<file path="config.mk">
export PLATFORM = sky130hd
export DESIGN_NAME = uart_tx_arbiter_flat
export DESIGN_NICKNAME = d
export VERILOG_FILES = /design/src/rtl/uart_pkg.sv /design/src/rtl/uart_tx_arbiter_if.sv /design/src/rtl/uart_req_slot.sv /design/src/rtl/uart_tx_arbiter.sv /design/src/flat_wrapper.sv
export SDC_FILE = /design/constraint.sdc
export NUM_CORES = 1
export LEC_CHECK = 0
export CORE_MARGIN = 2
export CORE_UTILIZATION = 30
export DETAILED_ROUTE_END_ITERATION = 8
export SYNTH_ARGS = -nofsm -noshare
export SYNTH_HDL_FRONTEND = slang
export SYNTH_SLANG_ARGS = --single-unit
</file>
<file path="constraint.sdc">
create_clock -name clk -period 1.8 [get_ports clk]
set_input_delay 0.18 -clock clk [delete_from_list [all_inputs] [get_ports clk]]
set_output_delay 0.18 -clock clk [all_outputs]
set_load 0.03 [all_outputs]
</file>
<file path="src/rtl/uart_pkg.sv">
// Shared constants and state encoding for the UART transmit arbiter.
// Imported by the arbiter top module.
package uart_pkg;

   localparam logic [7:0] STX = 8'h02;
   localparam logic [7:0] ETX = 8'h03;
   localparam logic [15:0] TIMEOUT_DEFAULT = 16'd50000;

   typedef enum logic [2:0] {
      IDLE,
      LOAD,
      SEND,
      WAIT_ACK,
      HOLD,
      RELEASE
   } state_t;

endpackage

</file>
<file path="src/rtl/uart_tx_arbiter_if.sv">
// Requester and transmitter handshake bundle of the UART arbiter.
// master is the arbiter side, slave is the environment side.
interface uart_tx_arbiter_if;

   logic [1:0] req;
   logic [7:0] req_data0;
   logic [7:0] req_data1;
   logic [1:0] ack;
   logic       tx_req;
   logic [7:0] tx_data;
   logic       tx_ack;
   logic       owner;
   logic       busy;
   logic       ovf_err;
   logic       timeout_err;

   modport master (
      input  req, req_data0, req_data1, tx_ack,
      output ack, tx_req, tx_data, owner, busy,
      output ovf_err, timeout_err
   );

   modport slave (
      output req, req_data0, req_data1, tx_ack,
      input  ack, tx_req, tx_data, owner, busy,
      input  ovf_err, timeout_err
   );

endinterface

</file>
<file path="src/rtl/uart_req_slot.sv">
// Single-entry byte slot for one requester.
// Drops a byte arriving while full, except in the cycle the slot is cleared.
module uart_req_slot (
   input  logic       clk,
   input  logic       rst,
   input  logic       req,
   input  logic       clr,
   input  logic [7:0] din,
   output logic       pend,
   output logic [7:0] data,
   output logic       ovf
);

   always_ff @(posedge clk) begin
      if (rst) begin
         pend <= 1'b0;
         data <= 8'h00;
         ovf  <= 1'b0;
      end else begin
         ovf <= req && pend && !clr;
         if (req && (!pend || clr)) begin
            pend <= 1'b1;
            data <= din;
         end else if (clr) begin
            pend <= 1'b0;
         end
      end
   end

endmodule

</file>
<file path="src/rtl/uart_tx_arbiter.sv">
// Two-requester frame arbiter in front of a shared UART transmitter.
// A grant is held until ETX is sent or the owner goes quiet too long.
module uart_tx_arbiter #(
   parameter logic [7:0]  ETX     = uart_pkg::ETX,
   parameter logic [15:0] TIMEOUT = uart_pkg::TIMEOUT_DEFAULT
) (
   input logic                clk,
   input logic                rst,
   uart_tx_arbiter_if.master  bus
);

   import uart_pkg::*;

   state_t      state;
   logic [1:0]  pend;
   logic [1:0]  clr;
   logic [1:0]  ovf;
   logic [7:0]  data0;
   logic [7:0]  data1;
   logic [7:0]  tx_data_q;
   logic        tx_req_q;
   logic [1:0]  ack_q;
   logic        owner_q;
   logic        last_grant;
   logic [15:0] cnt;
   logic        to_q;

   assign clr[0] = (state == LOAD) && !owner_q;
   assign clr[1] = (state == LOAD) && owner_q;

   uart_req_slot u_slot0 (
      .clk  (clk),
      .rst  (rst),
      .req  (bus.req[0]),
      .clr  (clr[0]),
      .din  (bus.req_data0),
      .pend (pend[0]),
      .data (data0),
      .ovf  (ovf[0])
   );

   uart_req_slot u_slot1 (
      .clk  (clk),
      .rst  (rst),
      .req  (bus.req[1]),
      .clr  (clr[1]),
      .din  (bus.req_data1),
      .pend (pend[1]),
      .data (data1),
      .ovf  (ovf[1])
   );

   always_ff @(posedge clk) begin
      if (rst) begin
         state      <= IDLE;
         tx_data_q  <= STX;
         tx_req_q   <= 1'b0;
         ack_q      <= 2'b00;
         owner_q    <= 1'b0;
         last_grant <= 1'b1;
         cnt        <= 16'd0;
         to_q       <= 1'b0;
      end else begin
         tx_req_q <= 1'b0;
         ack_q    <= 2'b00;
         to_q     <= 1'b0;
         unique case (state)
            IDLE: begin
               if (|pend) begin
                  owner_q <= (&pend) ? ~last_grant : pend[1];
                  state   <= LOAD;
               end
            end
            LOAD: begin
               tx_data_q <= owner_q ? data1 : data0;
               tx_req_q  <= 1'b1;
               state     <= SEND;
            end
            SEND: state <= WAIT_ACK;
            WAIT_ACK: begin
               if (bus.tx_ack) begin
                  ack_q[owner_q] <= 1'b1;
                  cnt            <= 16'd0;
                  state <= (tx_data_q == ETX) ? RELEASE : HOLD;
               end
            end
            // only the owner's slot is looked at: no preemption
            HOLD: begin
               if (pend[owner_q]) begin
                  state <= LOAD;
               end else if (cnt == TIMEOUT - 16'd1) begin
                  to_q  <= 1'b1;
                  state <= RELEASE;
               end else begin
                  cnt <= cnt + 16'd1;
               end
            end
            RELEASE: begin
               last_grant <= owner_q;
               state      <= IDLE;
            end
            default: state <= IDLE;
         endcase
      end
   end

   assign bus.ack         = ack_q;
   assign bus.tx_req      = tx_req_q;
   assign bus.tx_data     = tx_data_q;
   assign bus.owner       = owner_q;
   assign bus.busy        = (state != IDLE);
   assign bus.ovf_err     = |ovf;
   assign bus.timeout_err = to_q;

endmodule

</file>
<file path="src/flat_wrapper.sv">
// flat-port wrapper written by rule: the top's interface ports become plain ports
module uart_tx_arbiter_flat import uart_pkg::*;
#(
   parameter logic [7:0]  ETX     = uart_pkg::ETX,
   parameter logic [15:0] TIMEOUT = uart_pkg::TIMEOUT_DEFAULT
)
  (clk, rst, bus_req, bus_req_data0, bus_req_data1, bus_tx_ack, bus_ack, bus_tx_req, bus_tx_data, bus_owner, bus_busy, bus_ovf_err, bus_timeout_err);
  uart_tx_arbiter_if bus_i ();
  input logic clk;
  input logic rst;
  input wire logic [$bits(bus_i.req)-1:0] bus_req;
  input wire logic [$bits(bus_i.req_data0)-1:0] bus_req_data0;
  input wire logic [$bits(bus_i.req_data1)-1:0] bus_req_data1;
  input wire logic [$bits(bus_i.tx_ack)-1:0] bus_tx_ack;
  output wire logic [$bits(bus_i.ack)-1:0] bus_ack;
  output wire logic [$bits(bus_i.tx_req)-1:0] bus_tx_req;
  output wire logic [$bits(bus_i.tx_data)-1:0] bus_tx_data;
  output wire logic [$bits(bus_i.owner)-1:0] bus_owner;
  output wire logic [$bits(bus_i.busy)-1:0] bus_busy;
  output wire logic [$bits(bus_i.ovf_err)-1:0] bus_ovf_err;
  output wire logic [$bits(bus_i.timeout_err)-1:0] bus_timeout_err;
  assign bus_i.req = bus_req;
  assign bus_i.req_data0 = bus_req_data0;
  assign bus_i.req_data1 = bus_req_data1;
  assign bus_i.tx_ack = bus_tx_ack;
  assign bus_ack = bus_i.ack;
  assign bus_tx_req = bus_i.tx_req;
  assign bus_tx_data = bus_i.tx_data;
  assign bus_owner = bus_i.owner;
  assign bus_busy = bus_i.busy;
  assign bus_ovf_err = bus_i.ovf_err;
  assign bus_timeout_err = bus_i.timeout_err;
  uart_tx_arbiter #(.ETX(ETX), .TIMEOUT(TIMEOUT)) u_core (.clk(clk), .rst(rst), .bus(bus_i));
endmodule
</file>
Fig. 1: run 1, routing congestion
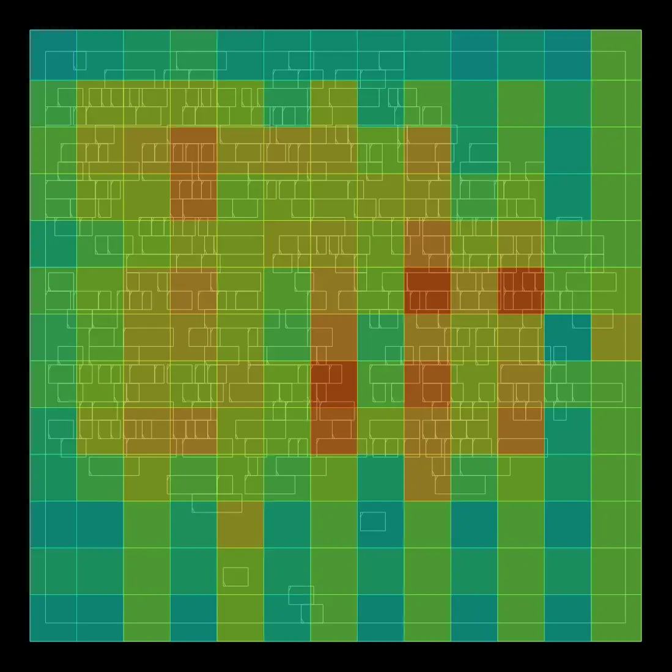
met3 usage: 0.0285
M1 GR Usage: 0.172
gr busiest metal: met2
Tot GR Track Use: 0.133

Fig. 2: run 1, logic cells by family
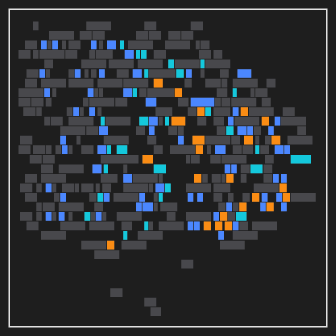
color	family	cells
blue	inverting AOI/OAI gates	62
cyan	NOR gates	28
orange	AND and OR gates	23
combinational fraction of the cell area: 0.372
fin cells: 416
highest-count logic cell in the final layout: dfxtp_1

==> impl_metrics.yaml, run 1 <==
# synthesis and place-and-route metrics
final_layout:
  largest-register: "u_core.cnt"
  fillers: 733
  drive_gt1_frac: 0.155
  n_all_inverters: 5
  largest_class: "combinational gates"
  finalInstanceArea_um2: 3000
  diodes: 0
  nClkBuffers: 5
  logic_area_um2: 1120
  final_cell_mix: "51 x dfxtp_1, 33 x clkdlybuf4s50_1, 32 x a21oi_1, 28 x nand2_1, 28 x buf_4"
  area_share_clock_buf_inv: 0.0388
  largest_register_ffs: 16
  num-nets-final: 338
  area_growth_pct: 34.4
  buffers: 63
clocking:
  path_clk_slew_ns: 0.11
  htree_levels: 2
  clock-sinks: 53
  cts_setup_buffers: 1
  cts_buffers: 5
  cts_tree: "done"
  clock_latency_ns: 0.32
  cts_resized: 3
synthesis:
  ys_warn_count: 0
  compound_area_frac: 0.162
  top_cells_by_count: "53 x dfxtp_1, 32 x a21oi_1, 29 x nand2_1"
  ys_sh_adder: 0.00561
  ys_types: 41
  synth-simple-area-share: 0.268
  area_leaders: "dfxtp_1 48%, a21oi_1 7.2%, nand3_1 5.6%"
  top_cell: "dfxtp_1"
  synthXorXnorAreaFrac: 0.00393
  async_flop_share: 0
  top_logic_kind: "simple AND/OR/NAND/NOR gates"
  syn_avg_cell_area_um2: 8.58
  postSynthSeqShare: 0.476
  synth-main-ff-cell: "dfxtp_1"
  top_area_cell: "dfxtp_1"
  postSynthCellCount: 260
  ys_cells: 260
  ys_chip_area_um2: 2230
  top_cell_area_share: 0.476
  fp_nets: 282
detailed_routing:
  drc: 0
  ant_nets: 0
  highest_layer: "met4"
  drt-initial-drc-count: 70
  avgViaCountPerCell: 4.93
  first_pass_iters: 4
  met2WireLength_um: 2560
  wl_met3_um: 171
  wl_per_cell_um: 12.9
  wl_um: 5390
die:
  tapCellCount: 99
  core_um2: 7210
  dieArea_um2: 8140
  ios: 36
global_route:
  grt-ovfl-total: 0
  grt_pass1_wl_um: 8960
  grt_pass1_vias: 1927
  grt_util_met2: 0.223
  grt_max_degree: 37
  antenna_found_initial: 0
pwr:
  peakVddDrop_mv: 0.473
  power_mw: 2.63
  cellLeakagePower_nw: 1.07
  switching_share: 0.284
  power_leader: "registers"
  clock_net_power_mw: 0.844
  seq_power_share: 0.495
  powerDensity_nw_per_um2: 878
  p_int_mw: 1.88
  pwr-share-comb: 0.184
  clkPwrFrac: 0.321
  p_switching_mw: 0.747
final_timing:
  rsz0062_at_grt: "yes"
  tightest_slew_ns: 0.391
  max_freq_ghz: 0.583
  finalSetupViolCount: 0
  fin_crit_ns: 1.72
  fin_ws_ns: 0.0834
  final-max-slew-violation-count: 0
  worst_hold_slack_ns: 0.411
  slew_headroom: 0.739
  hold_viol: 0
  finalClockSkew_ns: 0.0101
run_status:
  status: "finished, final reports clean"
setup_path:
  cp_top_family: "AND-OR/OR-AND gates"
  cp-end-kind: "flop"
  worst_r2r_endpoint: "u_core.cnt[12]"
  crit_path_frequent_cell: "buf_4"
  cp_cell_sequence: "ha_1 > nand3_2 > nand4b_1 > buf_4 > a21boi_4 > buf_4 > o21ai_0 > a21oi_1"
  cp-start-kind: "flop"
  crit_type: "flop to flop"
  timing.rr.start: "u_core.cnt[1]"
  path_buffers: 2
  cp.arrival_ns: 1.97
  crit_required_ns: 2.05
  r2r.worst_path.cells: 8
  path_depth: 8
  reg2reg_setup_slack_ns: 0.08
  cp_slowest_cell: "dfxtp_1"
  critPathMaxStageDelay_ns: 0.35
placement:
  portBuffers: 35
  dpl_worst_slack_ns: -0.0526
  placed_cells: 405
  hpwlAfterDp_um: 3780
  placed_cell_area_um2: 2830
hold_path:
  min_delay_path_depth: 3
  min_path_type: "input port to flop"
  min_from: "bus_req_data0[7]"
run:
  drv_cap: 0
  warnings: 27
Fig. 3: run 1, register map, names as in the netlist
Scale bar: 20 um. Other sequential cells in the stronger gray, the rest of the logic in the fainter gray.
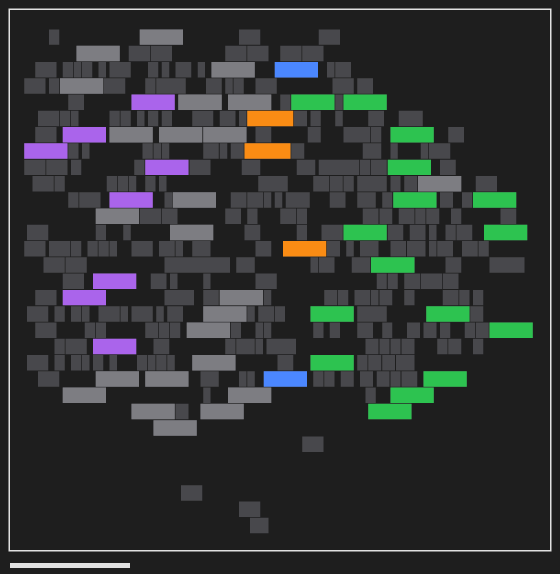
color	netlist name	sequential cells
green	u_core.cnt	16
purple	u_core.u_slot0.data	8
orange	u_core.state	3
blue	u_core.bus.ack	2
sequential fraction of total cell area: 0.355
Util after Layout: 0.415
seq pwr: 1.30 mW
FF/Latch Area: 1060 um^2

## Run 2: what changed since run 1
CTS_CLUSTER_SIZE = 14   (was not set)
MAX_ROUTING_LAYER = met4   (was not set)
==> run 2 against run 1 <==
Net effect: final cell count did not move; worst hold slack barely moved; setup slack improved by 0.0033 ns; via count barely moved; global-route usage rose by 0.34 points; combinational power barely moved; clock skew rose by 0.00070 ns; sequential share of layout area did not move; clock-buffer cell count did not move; non-clock buffer count did not move; largest cell class unchanged.
==> impl_metrics.yaml, run 2 <==
# synthesis and place-and-route metrics
synthesis:
  ys_types: 41
  synth-main-ff-cell: "dfxtp_1"
  async_flop_share: 0
  ys_sh_adder: 0.00561
  top_cell_area_share: 0.476
  synth-simple-area-share: 0.268
  top_logic_kind: "simple AND/OR/NAND/NOR gates"
  ys_chip_area_um2: 2230
  postSynthCellCount: 260
  ys_cells: 260
  top_cell: "dfxtp_1"
  area_leaders: "dfxtp_1 48%, a21oi_1 7.2%, nand3_1 5.6%"
  postSynthSeqShare: 0.476
  top_area_cell: "dfxtp_1"
  fp_nets: 282
  ys_warn_count: 0
  top_cells_by_count: "53 x dfxtp_1, 32 x a21oi_1, 29 x nand2_1"
  compound_area_frac: 0.162
  synthXorXnorAreaFrac: 0.00393
  syn_avg_cell_area_um2: 8.58
  netlist_area_um2: 2230
final_layout:
  lay_top_count: "dfxtp_1"
  drive_gt1_frac: 0.155
  finalInstanceArea_um2: 3000
  regArea_um2: 1060
  area_growth_pct: 34.4
  largest_class: "combinational gates"
  diodes: 0
  largest-register: "u_core.cnt"
  sequential_cell_total: 53
  buffers: 63
  seq_share: 0.355
  utilization: 0.415
  comb_share: 0.372
  fin_cells: 416
  logic_area_um2: 1120
  n_all_inverters: 5
  fillers: 733
  nClkBuffers: 5
  num-nets-final: 338
  area_share_clock_buf_inv: 0.0388
  final_cell_mix: "51 x dfxtp_1, 33 x clkdlybuf4s50_1, 32 x a21oi_1, 28 x nand2_1, 28 x buf_4"
  largest_register_ffs: 16
final_timing:
  worst_hold_slack_ns: 0.411
  finalClockSkew_ns: 0.0108
  final-max-slew-violation-count: 0
  finalSetupViolCount: 0
  slew_headroom: 0.748
  fin_crit_ns: 1.71
  tightest_slew_ns: 0.377
  rsz0062_at_grt: "yes"
  fin_ws_ns: 0.0867
  hold_viol: 0
hold_path:
  min_path_type: "input port to flop"
  min_delay_path_depth: 3
  min_from: "bus_req_data0[7]"
pwr:
  clkPwrFrac: 0.321
  power_leader: "registers"
  clock_net_power_mw: 0.844
  pwr-share-comb: 0.184
  p_int_mw: 1.88
  power_mw: 2.63
  powerDensity_nw_per_um2: 877
  cellLeakagePower_nw: 1.07
  seq_power_share: 0.495
  p_switching_mw: 0.746
  peakVddDrop_mv: 0.473
  switching_share: 0.284
setup_path:
  cp-start-kind: "flop"
  cp.arrival_ns: 1.96
  path_depth: 8
  cp_top_family: "simple AND/OR/NAND/NOR gates"
  critPathMaxStageDelay_ns: 0.34
  reg2reg_setup_slack_ns: 0.09
  crit_type: "flop to flop"
  cp_slowest_cell: "or3_1"
  cp_cell_sequence: "ha_1 > nand3_2 > nand4b_1 > buf_4 > a21boi_4 > buf_4 > or3_1 > a21oi_1"
  worst_r2r_endpoint: "u_core.cnt[14]"
  timing.rr.start: "u_core.cnt[0]"
  r2r.worst_path.cells: 8
  path_buffers: 2
  crit_required_ns: 2.05
  cp-end-kind: "flop"
  crit_path_max_fanout: 9
  crit_path_frequent_cell: "buf_4"
detailed_routing:
  highest_layer: "met4"
  wl_um: 5370
  met2WireLength_um: 2540
  wl_met3_um: 168
  avgViaCountPerCell: 4.93
  wl_per_cell_um: 12.9
  ant_nets: 0
  first_pass_iters: 4
  drc: 0
  drt-initial-drc-count: 71
clocking:
  cts_tree: "done"
  clock_latency_ns: 0.32
  clockBufferDepth: 2
  clock-sinks: 53
  cts_resized: 3
  cts_setup_buffers: 1
  path_clk_slew_ns: 0.11
  htree_levels: 2
  cts_buffers: 5
die:
  ios: 36
  die-height_um: 90.2
  tapCellCount: 99
  core_um2: 7210
  dieArea_um2: 8140
global_route:
  antenna_found_initial: 0
  grt-ovfl-total: 0
  grt_pass1_vias: 1928
  grt_max_degree: 37
  grt_use_total: 0.136
  top_usage_layer: "met2"
  grt_use_met3: 0.0285
  grtUsageMet1: 0.170
  grt_pass1_wl_um: 8940
  grt_util_met2: 0.224
placement:
  placed_cells: 405
  portBuffers: 35
  placed_cell_area_um2: 2830
  dpl_worst_slack_ns: -0.0526
run_status:
  status: "finished, final reports clean"
run:
  warnings: 27
  drv_cap: 0
Fig. 4: run 2, register map, names as in the netlist
Scale bar: 20 um. Other sequential cells in the stronger gray, the rest of the logic in the fainter gray.
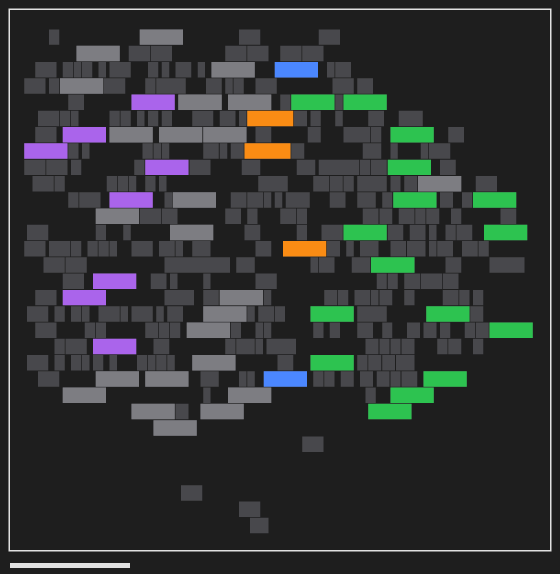
color	netlist name	sequential cells
blue	u_core.bus.ack	2
purple	u_core.u_slot0.data	8
orange	u_core.state	3
green	u_core.cnt	16
not colored	24

## Run 3: what changed since run 2
CORE_UTILIZATION = 52   (was 30)
GPL_TIMING_DRIVEN = 0   (was not set)
PLACE_DENSITY = 0.78   (was not set)
Fig. 5: run 3, I/O nets highlighted
Scale bar: 20 um.
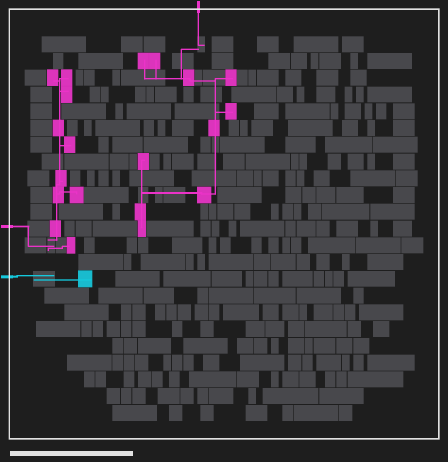
color	port	bits	direction	end cells	buffers	wire
cyan	bus_ovf_err	1	output	1	1	16.0 um
magenta	bus_req	2	input	20	2	131 um
IO Count: 36
IO Port Bufs: 32

==> run 3 against run 2 <==
Net effect: sequential share of layout area rose by 1.8 points; clock-buffer cell count increased by 1; non-clock buffer count shrank 8; worst hold slack got worse by 0.12 ns; maximum frequency decreased by 2.7%; final area decreased by 4.1%; global-route usage grew 8.4 points; synthesized area did not move.
==> impl_metrics.yaml, run 3 <==
# synthesis and place-and-route metrics
placement:
  hpwlAfterDp_um: 3520
  placed_cell_area_um2: 2610
  placed_cells: 342
global_route:
  grtUsageMet1: 0.322
  grt_max_degree: 16
  grt_util_met2: 0.310
  grt_pass1_vias: 1787
  grt-ovfl-total: 0
  grt_use_total: 0.221
  grt_pass1_wl_um: 8380
  top_usage_layer: "met1"
final_layout:
  n_all_inverters: 5
  diodes: 0
  area_share_clock_buf_inv: 0.0287
  num-nets-final: 330
  utilization: 0.708
  largest_register_ffs: 16
  lay_top_count: "dfxtp_1"
  comb_share: 0.411
  buffers: 55
  seq_share: 0.373
  logic_area_um2: 1180
  fin_cells: 359
  finalInstanceArea_um2: 2870
  nClkBuffers: 6
  regArea_um2: 1070
  final_cell_mix: "45 x dfxtp_1, 32 x a21oi_1, 31 x clkdlybuf4s50_1, 27 x nand2_1, 24 x nand3_1"
setup_path:
  crit_path_frequent_cell: "buf_4"
  cp-end-kind: "flop"
  cp_cell_sequence: "ha_4 > nand3_2 > nand4b_1 > buf_4 > a21boi_4 > buf_4 > or4b_1 > nand2_1"
  cp-start-kind: "flop"
  crit_path_max_fanout: 4
  crit_required_ns: 2.05
  path_depth: 8
  critPathMaxStageDelay_ns: 0.46
  cp_slowest_cell: "or4b_1"
  cp.arrival_ns: 2.01
  path_buffers: 2
  r2r.worst_path.cells: 8
  crit_type: "flop to flop"
clocking:
  cts_buffers: 5
  cts_tree: "done"
  clock-sinks: 53
  path_clk_slew_ns: 0.09
  htree_levels: 2
  cts_resized: 6
  clock_latency_ns: 0.30
synthesis:
  synth-main-ff-cell: "dfxtp_1"
  compound_area_frac: 0.162
  ys_cells: 260
  postSynthSeqShare: 0.476
  ys_warn_count: 0
  ys_sh_adder: 0.00561
  ys_chip_area_um2: 2230
  top_cell: "dfxtp_1"
  async_flop_share: 0
  netlist_area_um2: 2230
  top_area_cell: "dfxtp_1"
  top_cell_area_share: 0.476
  top_logic_kind: "simple AND/OR/NAND/NOR gates"
  postSynthCellCount: 260
  synth-simple-area-share: 0.268
hold_path:
  min_from: "rst"
  min_path_type: "input port to flop"
  min_delay_path_depth: 2
run:
  drv_cap: 0
final_timing:
  hold_viol: 0
  finalClockSkew_ns: 0.00608
  tightest_slew_ns: 0.668
  fin_crit_ns: 1.76
  slew_headroom: 0.554
  worst_hold_slack_ns: 0.287
  finalSetupViolCount: 0
die:
  die-height_um: 69.5
  tapCellCount: 50
  core_um2: 4060
  dieArea_um2: 4830
detailed_routing:
  highest_layer: "met4"
  drt-initial-drc-count: 172
  drc: 0
  first_pass_iters: 4
  wl_um: 5420
  wl_per_cell_um: 15.1
pwr:
  powerDensity_nw_per_um2: 851
  p_seq_mw: 1.31
  power_mw: 2.44
  pwr-share-comb: 0.200
  clkPwrFrac: 0.265
  p_int_mw: 1.73
  switching_share: 0.294
  clock_net_power_mw: 0.647
  seq_power_share: 0.535
run_status:
  status: "finished, final reports clean"
Power figures rest on the tool's default switching activity, not on a simulated workload.
